Figure 1. A small window of the routed layout (run 1).
Window x 29 to 79, y 50 to 100 um. Cells in gray, sequential cells in the stronger gray; small squares are vias.
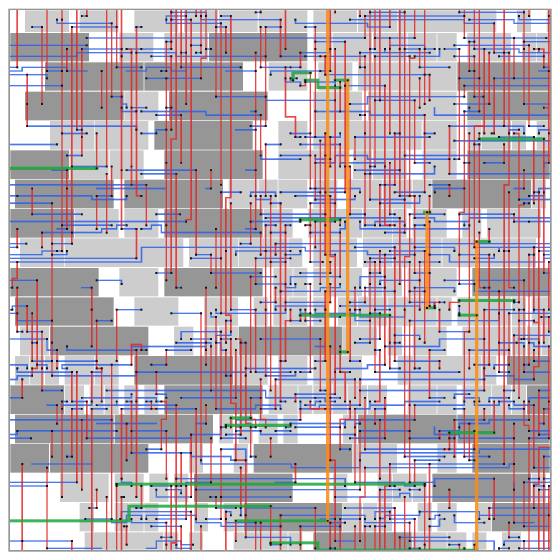
Figure 2. Cell placement (run 1).
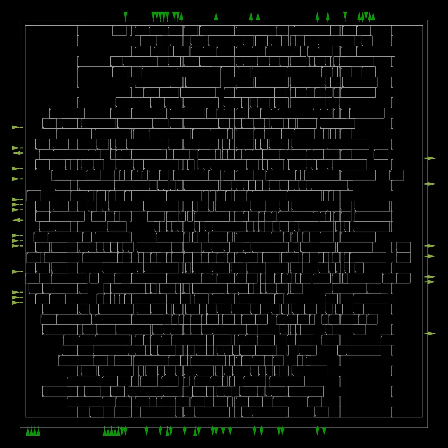
Figure 3. Floorplan with the power grid (run 1).
Scale: 4 px per um. Pins as bars on the die edge.
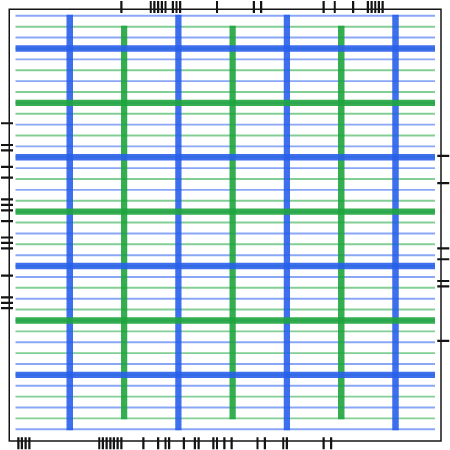
--- config.mk ---
export PLATFORM = sky130hd
export DESIGN_NAME = ps2mouse_cursor_funcmod
export DESIGN_NICKNAME = d
export VERILOG_FILES = /design/src/rtl/ps2mouse_cursor_funcmod.sv
export SDC_FILE = /design/constraint.sdc
export NUM_CORES = 1
export LEC_CHECK = 0
export CORE_UTILIZATION = 50
export CTS_CLUSTER_DIAMETER = 80
export CTS_CLUSTER_SIZE = 30
export DETAILED_ROUTE_END_ITERATION = 10
export GPL_TIMING_DRIVEN = 0
export PLACE_DENSITY = 0.85
export SYNTH_ARGS = -nofsm -noshare
export SYNTH_HDL_FRONTEND = slang
export SYNTH_SLANG_ARGS = --single-unit
export TNS_END_PERCENT = 100
--- constraint.sdc ---
create_clock -name CLOCK -period 2.52 [get_ports CLOCK]
set_clock_uncertainty 0.2 [all_clocks]
set_input_delay 0.63 -clock CLOCK [delete_from_list [all_inputs] [get_ports CLOCK]]
set_output_delay 0.63 -clock CLOCK [all_outputs]
set_load 0.02 [all_outputs]
--- src/rtl/ps2mouse_cursor_funcmod.sv ---
// PS/2 mouse packet decoder: absolute clamped cursor, saturating wheel, button state.
// Optional macro PS2MOUSE_ACCEL_EN doubles X/Y deltas of magnitude >= 8.
`default_nettype none

module ps2mouse_cursor_funcmod #(
  parameter int XMAX   = 639,
  parameter int YMAX   = 479,
  parameter int X_INIT = 320,
  parameter int Y_INIT = 240
) (
  input  logic        CLOCK,
  input  logic        RESET,
  input  logic        iTrig,
  input  logic [31:0] iData,
  output logic        oTrig,
  output logic [10:0] oX,
  output logic [10:0] oY,
  output logic [2:0]  oBtn,
  output logic [7:0]  oWheel,
  output logic        oErr,
  output logic        oDrop
);

  typedef enum logic [1:0] {S_IDLE, S_CHECK, S_ADD, S_CLAMP} state_t;

  state_t             state_q, state_d;
  logic [27:0]        cap_q, cap_d;
  logic signed [9:0]  dx_q, dx_d, dy_q, dy_d;
  logic signed [12:0] sx_q, sx_d, sy_q, sy_d;
  logic [10:0]        x_q, x_d, y_q, y_d;
  logic [2:0]         btn_q, btn_d;
  logic [7:0]         wheel_q, wheel_d;
  logic [8:0]         wsum;
  logic               trig_q, trig_d, err_q, err_d, drop_q, drop_d;

  always_comb begin
    state_d = state_q;
    cap_d   = cap_q;
    dx_d    = dx_q;
    dy_d    = dy_q;
    sx_d    = sx_q;
    sy_d    = sy_q;
    x_d     = x_q;
    y_d     = y_q;
    btn_d   = btn_q;
    wheel_d = wheel_q;
    trig_d  = 1'b0;
    err_d   = 1'b0;
    drop_d  = 1'b0;
    wsum    = {wheel_q[7], wheel_q} + {{5{cap_q[27]}}, cap_q[27:24]};

    if (state_q != S_IDLE && iTrig) drop_d = 1'b1;

    case (state_q)
      S_IDLE: begin
        if (iTrig) begin
          cap_d   = iData[27:0];
          state_d = S_CHECK;
        end
      end
      S_CHECK: begin
        if (!cap_q[3]) begin
          err_d   = 1'b1;
          state_d = S_IDLE;
        end else begin
          dx_d = {cap_q[4], cap_q[4], cap_q[15:8]};
          dy_d = {cap_q[5], cap_q[5], cap_q[23:16]};
          if (cap_q[6]) begin
            dx_d  = '0;
            err_d = 1'b1;
          end
          if (cap_q[7]) begin
            dy_d  = '0;
            err_d = 1'b1;
          end
`ifdef PS2MOUSE_ACCEL_EN
          // Forced deltas are zero, so the magnitude test already skips them.
          if (dx_d >= 10'sd8 || dx_d <= -10'sd8) dx_d = dx_d <<< 1;
          if (dy_d >= 10'sd8 || dy_d <= -10'sd8) dy_d = dy_d <<< 1;
`endif
          state_d = S_ADD;
        end
      end
      S_ADD: begin
        // PS/2 positive Y points up while screen row 0 is the top.
        sx_d    = $signed({2'b00, x_q}) + $signed({{3{dx_q[9]}}, dx_q});
        sy_d    = $signed({2'b00, y_q}) - $signed({{3{dy_q[9]}}, dy_q});
        state_d = S_CLAMP;
      end
      default: begin
        if (sx_q < 13'sd0)                   x_d = '0;
        else if (sx_q > $signed(13'(XMAX)))  x_d = 11'(XMAX);
        else                                 x_d = sx_q[10:0];
        if (sy_q < 13'sd0)                   y_d = '0;
        else if (sy_q > $signed(13'(YMAX)))  y_d = 11'(YMAX);
        else                                 y_d = sy_q[10:0];
        if (wsum[8] != wsum[7]) wheel_d = wsum[8] ? 8'h80 : 8'h7F;
        else                    wheel_d = wsum[7:0];
        btn_d   = cap_q[2:0];
        trig_d  = 1'b1;
        state_d = S_IDLE;
      end
    endcase
  end

  always_ff @(posedge CLOCK or negedge RESET) begin
    if (!RESET) begin
      state_q <= S_IDLE;
      cap_q   <= '0;
      dx_q    <= '0;
      dy_q    <= '0;
      sx_q    <= '0;
      sy_q    <= '0;
      x_q     <= 11'(X_INIT);
      y_q     <= 11'(Y_INIT);
      btn_q   <= '0;
      wheel_q <= '0;
      trig_q  <= 1'b0;
      err_q   <= 1'b0;
      drop_q  <= 1'b0;
    end else begin
      state_q <= state_d;
      cap_q   <= cap_d;
      dx_q    <= dx_d;
      dy_q    <= dy_d;
      sx_q    <= sx_d;
      sy_q    <= sy_d;
      x_q     <= x_d;
      y_q     <= y_d;
      btn_q   <= btn_d;
      wheel_q <= wheel_d;
      trig_q  <= trig_d;
      err_q   <= err_d;
      drop_q  <= drop_d;
    end
  end

  assign oTrig  = trig_q;
  assign oX     = x_q;
  assign oY     = y_q;
  assign oBtn   = btn_q;
  assign oWheel = wheel_q;
  assign oErr   = err_q;
  assign oDrop  = drop_q;

endmodule

`default_nettype wire

==> changes_impl.md, run 1 <==
## Flow update

- Average wire length per cell after detail routing: between 15 and 20 um
- Synth Instances: 533
- Vias per cell: around 5.7
- Detail Route Antenna Nets: 0
- Number of DRC markers after the initial detailed-route iteration: roughly 230
- Post-synth EDFFs: 0
- Max cap viols: 0
- Post-synth top flop: sky130_fd_sc_hd__dfrtp_1
- Mux area share: 0.06470
- Post-synthesis cell area: 5569 um^2
- Number of endpoints failing setup at the final stage: 1
- Leading cell types by count after synthesis: sky130_fd_sc_hd__dfrtp_1, sky130_fd_sc_hd__nand2_1, sky130_fd_sc_hd__o21ai_0, sky130_fd_sc_hd__ha_1, sky130_fd_sc_hd__mux2_2
- Number of vias after detailed routing: about 4400
- Top cell type by total area after synthesis: sky130_fd_sc_hd__dfrtp_1
- Residual DRC count: 0
- Setup WS post-layout: -130.7 ps
- Compound Share, Synth: 0.1636
- Setup slack of the most critical reg-to-reg path: -130 ps
- RD Place Congestion: around 0.91
- Slowest CP cell: sky130_fd_sc_hd__dfrtp_2
- Tool warnings: 35
- Total routed wirelength: approximately 13 mm
- Synth top area share: 0.4673
- HPWL reported at the end of detailed placement: roughly 9.3 mm
- Nets in the synthesized netlist: 603
- Largest stage delay on the critical path: approximately 450 ps
- Status: finished with violations
- Required @ worst endpoint: approximately 2600 ps
- Global-route wire length before repair: around 21 mm
- Violated checks: setup timing
- Non-Filler Cell Area, Final: 6887 um^2
- Placed Instance Area: between 6000 and 7000 um^2
- Post-synthesis sequential area ratio: 0.4956
- Worst Max-Slew Pin Slew: ~1100 ps
- Yosys stat chip area: roughly 5600 um^2
## Picture notes: Figure 1
color	layer
blue	M1
orange	M4
red	M2
green	M3
cells with their middle in the window	203
most frequent	dfrtp_1 (37), nand2_1 (30), o21ai_0 (17)
sequential cells in the window	38
netlist names of flops here include	sx_q (9), cap_q (7), dx_q (7)

## Picture notes: Figure 2
utilization of the core after routing: 0.6353
standard cell core area: 10840 um^2
count of fill cells added during filler insertion: 837
fin cells: 771

## Picture notes: Figure 3
color	net
green	VDD
blue	VSS
signal pins	71
met5 straps	7
rows	38
chip width: 107.5 um
highest ir drop seen on vdd: 0.6137 mV
die boundary height: 107.5 um

## run 1: cell type report
class                      count  area [um^2]
clock inverter                 5        83.83
clock buffer                   9        123.9
sequential                   110         2763
tap                          140        175.2
fill                         837         3954
multi-input combinational    382         2755
timing repair buffer          84        813.3
buffer                        20        93.84
inverter                      21        78.83
## run 1: cells in the final DEF (no fill, tap or decap), types with 7 or more instances in the layout
cell type,Yosys,final
sky130_fd_sc_hd__dfrtp_1,104,102
sky130_fd_sc_hd__nand2_1,74,74
sky130_fd_sc_hd__clkdlybuf4s50_1,0,65
sky130_fd_sc_hd__o21ai_0,53,50
sky130_fd_sc_hd__mux2_2,32,31
sky130_fd_sc_hd__nor2_1,31,31
sky130_fd_sc_hd__ha_1,32,28
sky130_fd_sc_hd__a21oi_1,21,21
sky130_fd_sc_hd__inv_1,21,20
sky130_fd_sc_hd__xnor2_1,20,19
sky130_fd_sc_hd__buf_4,1,19
sky130_fd_sc_hd__o31ai_1,18,16
sky130_fd_sc_hd__clkbuf_1,15,15
sky130_fd_sc_hd__nand2b_1,14,14
sky130_fd_sc_hd__a22o_1,9,9
sky130_fd_sc_hd__clkbuf_8,0,9
sky130_fd_sc_hd__a21o_1,8,8
sky130_fd_sc_hd__xor2_1,7,7
## run 1: routing by layer
metal | up-vias | wire length [um] | track usage
met5 | - | 0 | 0
met4 | 0 | 376 | 0.1194
met3 | 32 | 470 | 0.03632
met2 | 113 | 6406 | 0.3805
met1 | 2184 | 5757 | 0.3011
li1 | 2059 | - | -
## run 1: stage by stage
stage	setup TNS [ps]	power, uW
after global routing	-344.2	11060
after detailed placement	-6706	8500
after floorplan	-20.56	6892
final	-130.7	10330
after CTS	-100.6	9845
after global placement	-359520	8217
## run 1: cell families after synthesis
group,after synthesis
fa+ha+maj,35
compound gates,141
buf+inv,41
xor+xnor,27
flops,110
simple gates,147
mux,32
## run 1: worst paths after layout
check,from,end,depth (start not counted)
max in group asynchronous,RESET,cap_q[22]$_DFFE_PN0P_,2
worst min-delay path,RESET,oX[2]$_DFFE_PN0P_,1
worst max register to register,oX[0]$_DFFE_PN0P_,sx_q[12]$_DFFE_PN0N_,8
worst min register to register,sy_q[10]$_DFFE_PN0N_,sy_q[10]$_DFFE_PN0N_,2
worst max-delay path,oX[0]$_DFFE_PN0P_,sx_q[12]$_DFFE_PN0N_,8
min in group CLOCK,sy_q[10]$_DFFE_PN0N_,sy_q[10]$_DFFE_PN0N_,2
## run 1: power by group through the flow
stage	clock network [uW]	registers [uW]	logic (uW)
global placement	0	3190	5020
detailed placement	0	3240	5260
finish	1140	3240	5950
CTS	1160	3220	5470
floorplan	0	3350	3550
global route	1230	3330	6500
## run 1: critical path: cells and delay by family (launching register included)
kind | cells | cell delay, ps
fa+ha+maj | 2 | 560
xor+xnor | 1 | 80
mux | 1 | 270
flops | 1 | 450
simple gates | 2 | 680
compound gates | 2 | 300
## run 1: state kept, by name (all words and copies together) (netlist names)
name / flops
cap_q: 28
dx_q: 9
dy_q: 9
oBtn: 3
oDrop: 1
oErr: 1
oTrig: 1
oWheel: 8
oX: 11
oY: 11
state_q: 2
sx_q: 13
sy_q: 13
## Run 2: what changed since run 1
- CORE_ASPECT_RATIO: not set -> 1.75
==> run 2 against run 1 <==
The run still ends with setup timing left. Critical path type unchanged. Largest power group unchanged. Core utilization is 0.57 points higher. Fmax up 2.5%. Combinational power down 4.0%. Cell area rose by 0.15%. Sequential power barely moved. Count of clock-buffer cells in the layout stayed put. Worst hold slack better by 38 ps. Wire length is 2.9% higher. Area after synthesis unchanged.
==> changes_impl.md, run 2 <==
## Flow update

- Status: finished with violations (unchanged)
- Violated checks: setup timing (unchanged)
- Registers with the most flip-flops: cap_q x28, sx_q x13, sy_q x13 (unchanged)
- Commonest non-fill, non-tap cell in the layout: sky130_fd_sc_hd__dfrtp_1 (unchanged)
- Post-synth top flop: sky130_fd_sc_hd__dfrtp_1 (unchanged)
- Post-synthesis sequential area ratio: 0.4956 (unchanged)
- Yosys stat chip area: 5569 um^2 (unchanged)
- Average wire length per cell after detail routing: 17.72 um (was 16.88 um)
- Detail Route Antenna Nets: 0 (unchanged)
- RD Place Congestion: 0.9268 (was 0.9116)
- Setup WS post-layout: -66.59 ps (was -130.7 ps)
- Global-route wire length before repair: 21.24 mm (was 20.82 mm)
- Top cell type by total area after synthesis: sky130_fd_sc_hd__dfrtp_1 (unchanged)
- Number of endpoints failing setup at the final stage: 2 (was 1)
- Residual DRC count: 0 (unchanged)
- Leading cell types by count after synthesis: sky130_fd_sc_hd__dfrtp_1, sky130_fd_sc_hd__nand2_1, sky130_fd_sc_hd__o21ai_0, sky130_fd_sc_hd__ha_1, sky130_fd_sc_hd__mux2_2 (unchanged)
- Most flops, register: cap_q (unchanged)
- Post-synthesis cell area: 5569 um^2 (unchanged)
- Vias per cell: 5.771 (was 5.691)
- Nets in the synthesized netlist: 603 (unchanged)
- Total routed wirelength: 13.38 mm (was 13.01 mm)
## run 2: cell counts after synthesis
Identical to the previous run, type by type.
## run 2: metrics by stage
step,cells,setup TNS (ps),total power [uW]
after floorplan,533,-20.56,6892
after global placement,729,-360360,8258
after detailed placement,730,-6218,8509
after CTS,751,-50.99,10030
after global routing,755,-323.2,11090
final,755,-72.68,10360
## run 2: final timing paths
path	endpoint	depth (start not counted)	slack [ps]	startpoint
min	oWheel[7]$_DFFE_PN0P_	1	60	RESET
max	sx_q[12]$_DFFE_PN0N_	8	-70	oX[0]$_DFFE_PN0P_
min in group CLOCK	sy_q[10]$_DFFE_PN0N_	2	280	sy_q[10]$_DFFE_PN0N_
max in group asynchronous	oY[7]$_DFFE_PN1P_	2	1290	RESET
min reg2reg	sy_q[10]$_DFFE_PN0N_	2	280	sy_q[10]$_DFFE_PN0N_
max reg2reg	sx_q[12]$_DFFE_PN0N_	8	-70	oX[0]$_DFFE_PN0P_
## run 2: worst max-delay path, stage by stage (launching register included)
cell,delay (ps)
sky130_fd_sc_hd__dfrtp_2,430
sky130_fd_sc_hd__ha_4,170
sky130_fd_sc_hd__fa_2,350
sky130_fd_sc_hd__a21oi_2,140
sky130_fd_sc_hd__and4b_1,220
sky130_fd_sc_hd__or4_4,450
sky130_fd_sc_hd__a31oi_4,180
sky130_fd_sc_hd__xnor2_2,70
sky130_fd_sc_hd__mux2_2,270
## run 2: final cells by class
cell class                      count  area [um^2]  share of cell area
Sequential cell                   110         2764              0.4008
Multi-Input combinational cell    382         2756              0.3997
Timing Repair Buffer               76        753.2              0.1092
Clock buffer                        9        225.2             0.03266
Tap cell                          130        162.7             0.02358
Buffer                             20        93.84             0.01361
Inverter                           21        78.83             0.01143
Clock inverter                      7        62.56            0.009071
## run 2: what timing repair did
item                                    CTS  global route
pin swaps                                 2             9
hold endpoints to repair                  0             0
gates cloned                              0             0
gates resized                             2            17
setup buffers                             5             4
endpoints found under the setup margin    8            12
hold buffers                              0             0
## run 2: metal layers
metal | vias to the layer above | share of wire | GRT usage
met5 | - | 0 | 0
met2 | 107 | 0.56 | 0.4324
met3 | 43 | 0.030 | 0.03666
met1 | 2150 | 0.37 | 0.2645
met4 | 0 | 0.046 | 0.1339
li1 | 2057 | - | -
## run 2: logic make-up after synthesis
kind of cell / count (synthesis) / share of synthesized area
buffers and inverters: 41 / 0.03101
adder cells (fa/ha/maj): 35 / 0.08268
multiplexers: 32 / 0.06471
AND/OR/NAND/NOR: 147 / 0.1200
flip-flops: 110 / 0.4956
AND-OR/OR-AND: 141 / 0.1636
XOR/XNOR: 27 / 0.04246
## run 2: power breakdown
group | total, uW | leakage [uW] | switching (uW) | internal (uW)
logic | 5710 | 0.00156 | 3070 | 2640
registers | 3260 | 0.00136 | 648 | 2610
clock network | 1390 | 0.000139 | 691 | 694
total | 10400 | 0.00306 | 4410 | 5950
Figure 4. Cell placement (run 2).
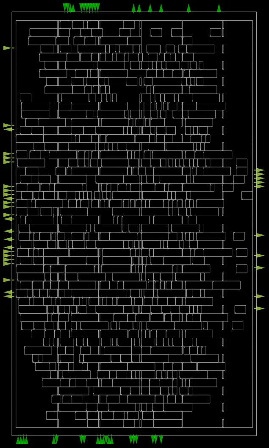
standard cell core area: 10760 um^2
count of fill cells added during filler insertion: 845
sequential cell area share: 0.4008
fin cells: 755

Figure 5. A small window of the routed layout (run 2).
Window x 16 to 66, y 74 to 124 um. Cells in gray, sequential cells in the stronger gray; small squares are vias.
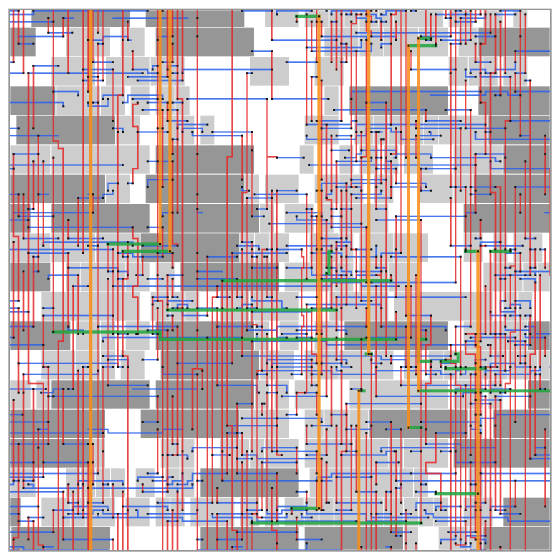
color	layer
red	M2
orange	M4
green	M3
blue	M1
sequential cells in the window	34
cells with their middle in the window	212
most frequent	nand2_1 (33), dfrtp_1 (32), o21ai_0 (24)
netlist names of flops here include	sy_q (11), dy_q (9), cap_q (7)

## Run 3: what changed since run 2
- GPL_ROUTABILITY_DRIVEN: not set -> 1
==> run 3 against run 2 <==
The flow still finishes with violations (setup timing). Worst setup slack unchanged. Wire length unchanged. Global-route usage unchanged. Power unchanged. Combinational power is essentially flat. Cell area unchanged. Critical path type unchanged. Via count stayed put.
==> changes_impl.md, run 3 <==
## Flow update

- Status: finished with violations (unchanged)
- Violated checks: setup timing (unchanged)
- Required @ worst endpoint: 2560 ps (about the same)
- Die boundary height: 141.6 um (unchanged)
- Number of DRC markers after the initial detailed-route iteration: 275 (unchanged)
- Standard cell core area: 10760 um^2 (unchanged)
- Cts-stage hold buffer count: 0 (unchanged)
- Residual DRC count: 0 (unchanged)
- Top cell type by total area after synthesis: sky130_fd_sc_hd__dfrtp_1 (unchanged)
- Leading cell types by count after synthesis: sky130_fd_sc_hd__dfrtp_1, sky130_fd_sc_hd__nand2_1, sky130_fd_sc_hd__o21ai_0, sky130_fd_sc_hd__ha_1, sky130_fd_sc_hd__mux2_2 (unchanged)
- Commonest non-fill, non-tap cell in the layout: sky130_fd_sc_hd__dfrtp_1 (unchanged)
- Max cap viols: 0 (unchanged)
- Post-synthesis sequential area ratio: 0.4956 (unchanged)
- Nets in the synthesized netlist: 603 (unchanged)
- Number of endpoints failing setup at the final stage: 2 (unchanged)
- Sequential Power Share: 0.314 (about the same)
- Synth top area share: 0.4673 (unchanged)
- Worst setup path startpoint: oX[0]$_DFFE_PN0P_ (unchanged)
- Chip width: 81.78 um (unchanged)
- Setup WS post-layout: -66.59 ps (unchanged)
==> run 3: worst max-delay path by stage <==
stage,depth (start not counted),endpoint,slack (ps)
after floorplan,8,sx_q[12]$_DFFE_PN0N_,-20
after detailed placement,7,oWheel[0]$_DFFE_PN0P_,-350
final,8,sx_q[12]$_DFFE_PN0N_,-70
after global placement,1,oX[0]$_DFFE_PN0P_,-3690
after global routing,8,sx_q[12]$_DFFE_PN0N_,-150
after CTS,8,sx_q[12]$_DFFE_PN0N_,-50
==> run 3: timing repair <==
action	4_1_cts	5_1_grt
gates resized	2	17
setup buffers	5	4
pin swaps	2	9
gates cloned	0	0
endpoints found under the hold margin	0	0
setup endpoints to repair	8	12
==> run 3: metal layers <==
metal,track usage,vias to the layer above,share of wire
met4,0.1339,0,0.046
met3,0.03666,43,0.030
met2,0.4324,107,0.56
met1,0.2645,2150,0.37
met5,0,-,0
li1,-,2057,-
==> run 3: power by group through the flow <==
stage	Sequential (uW)	Combinational, uW	Clock, uW
after CTS	3230	5410	1390
after global placement	3200	5050	0
after global routing	3360	6260	1470
after floorplan	3350	3550	0
final	3260	5710	1390
after detailed placement	3250	5260	0
==> run 3: cell type report <==
cell class,count,area (um^2)
buffer,20,93.84
clock buffer,9,225.2
clock inverter,7,62.56
fill,845,3864
inverter,21,78.83
multi-input combinational,382,2756
sequential,110,2764
tap,130,162.7
timing repair buffer,76,753.2
==> run 3: kinds of logic (layout without fill, tap and decap cells) <==
logic type | after synthesis | in the layout | synth area share
AND-OR/OR-AND | 141 | 141 | 0.1636
multiplexers | 32 | 32 | 0.06471
XOR/XNOR | 27 | 27 | 0.04246
AND/OR/NAND/NOR | 147 | 147 | 0.1200
adder cells (fa/ha/maj) | 35 | 35 | 0.08268
flip-flops | 110 | 110 | 0.4956
buffers and inverters | 41 | 133 | 0.03101
==> run 3: stage by stage <==
| stage | cell area, um^2 | power, uW |
|---|---|---|
| 3_5_place_dp | 6442 | 8509 |
| 5_1_grt | 6897 | 11090 |
| 3_3_place_gp | 6417 | 8258 |
| 6_report | 6897 | 10360 |
| 4_1_cts | 6775 | 10030 |
| 2_1_floorplan | 5594 | 6892 |
Figure 6. Wire density map (run 3).
Scale: 3 px per um. The die is cut into 16 by 28 equal tiles; dark purple is low, yellow is high, scaled to the fullest tile. Values are wire area over tile area, all layers added.
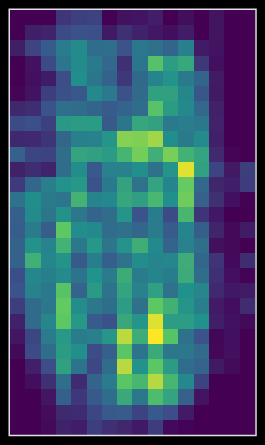
fullest tile	0.60
mean over tiles	0.18
nearly empty tiles	14%
tiles over half the peak	21%
total routing resource utilization after global routing: 0.2424
total routed wirelength: 13.38 mm
number of vias after detailed routing: 4357
average wire length per cell after detail routing: 17.72 um

Figure 7. Cell placement (run 3).
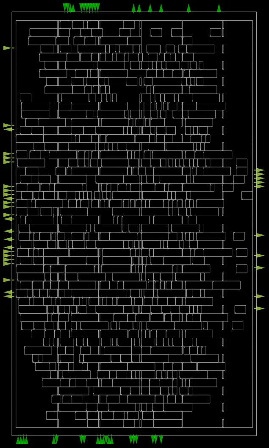
flip-flops: 110
Tap Cells: 130
placement row count: 50
utilization of the core after routing: 0.6409

Power and IR drop assume default switching activity.
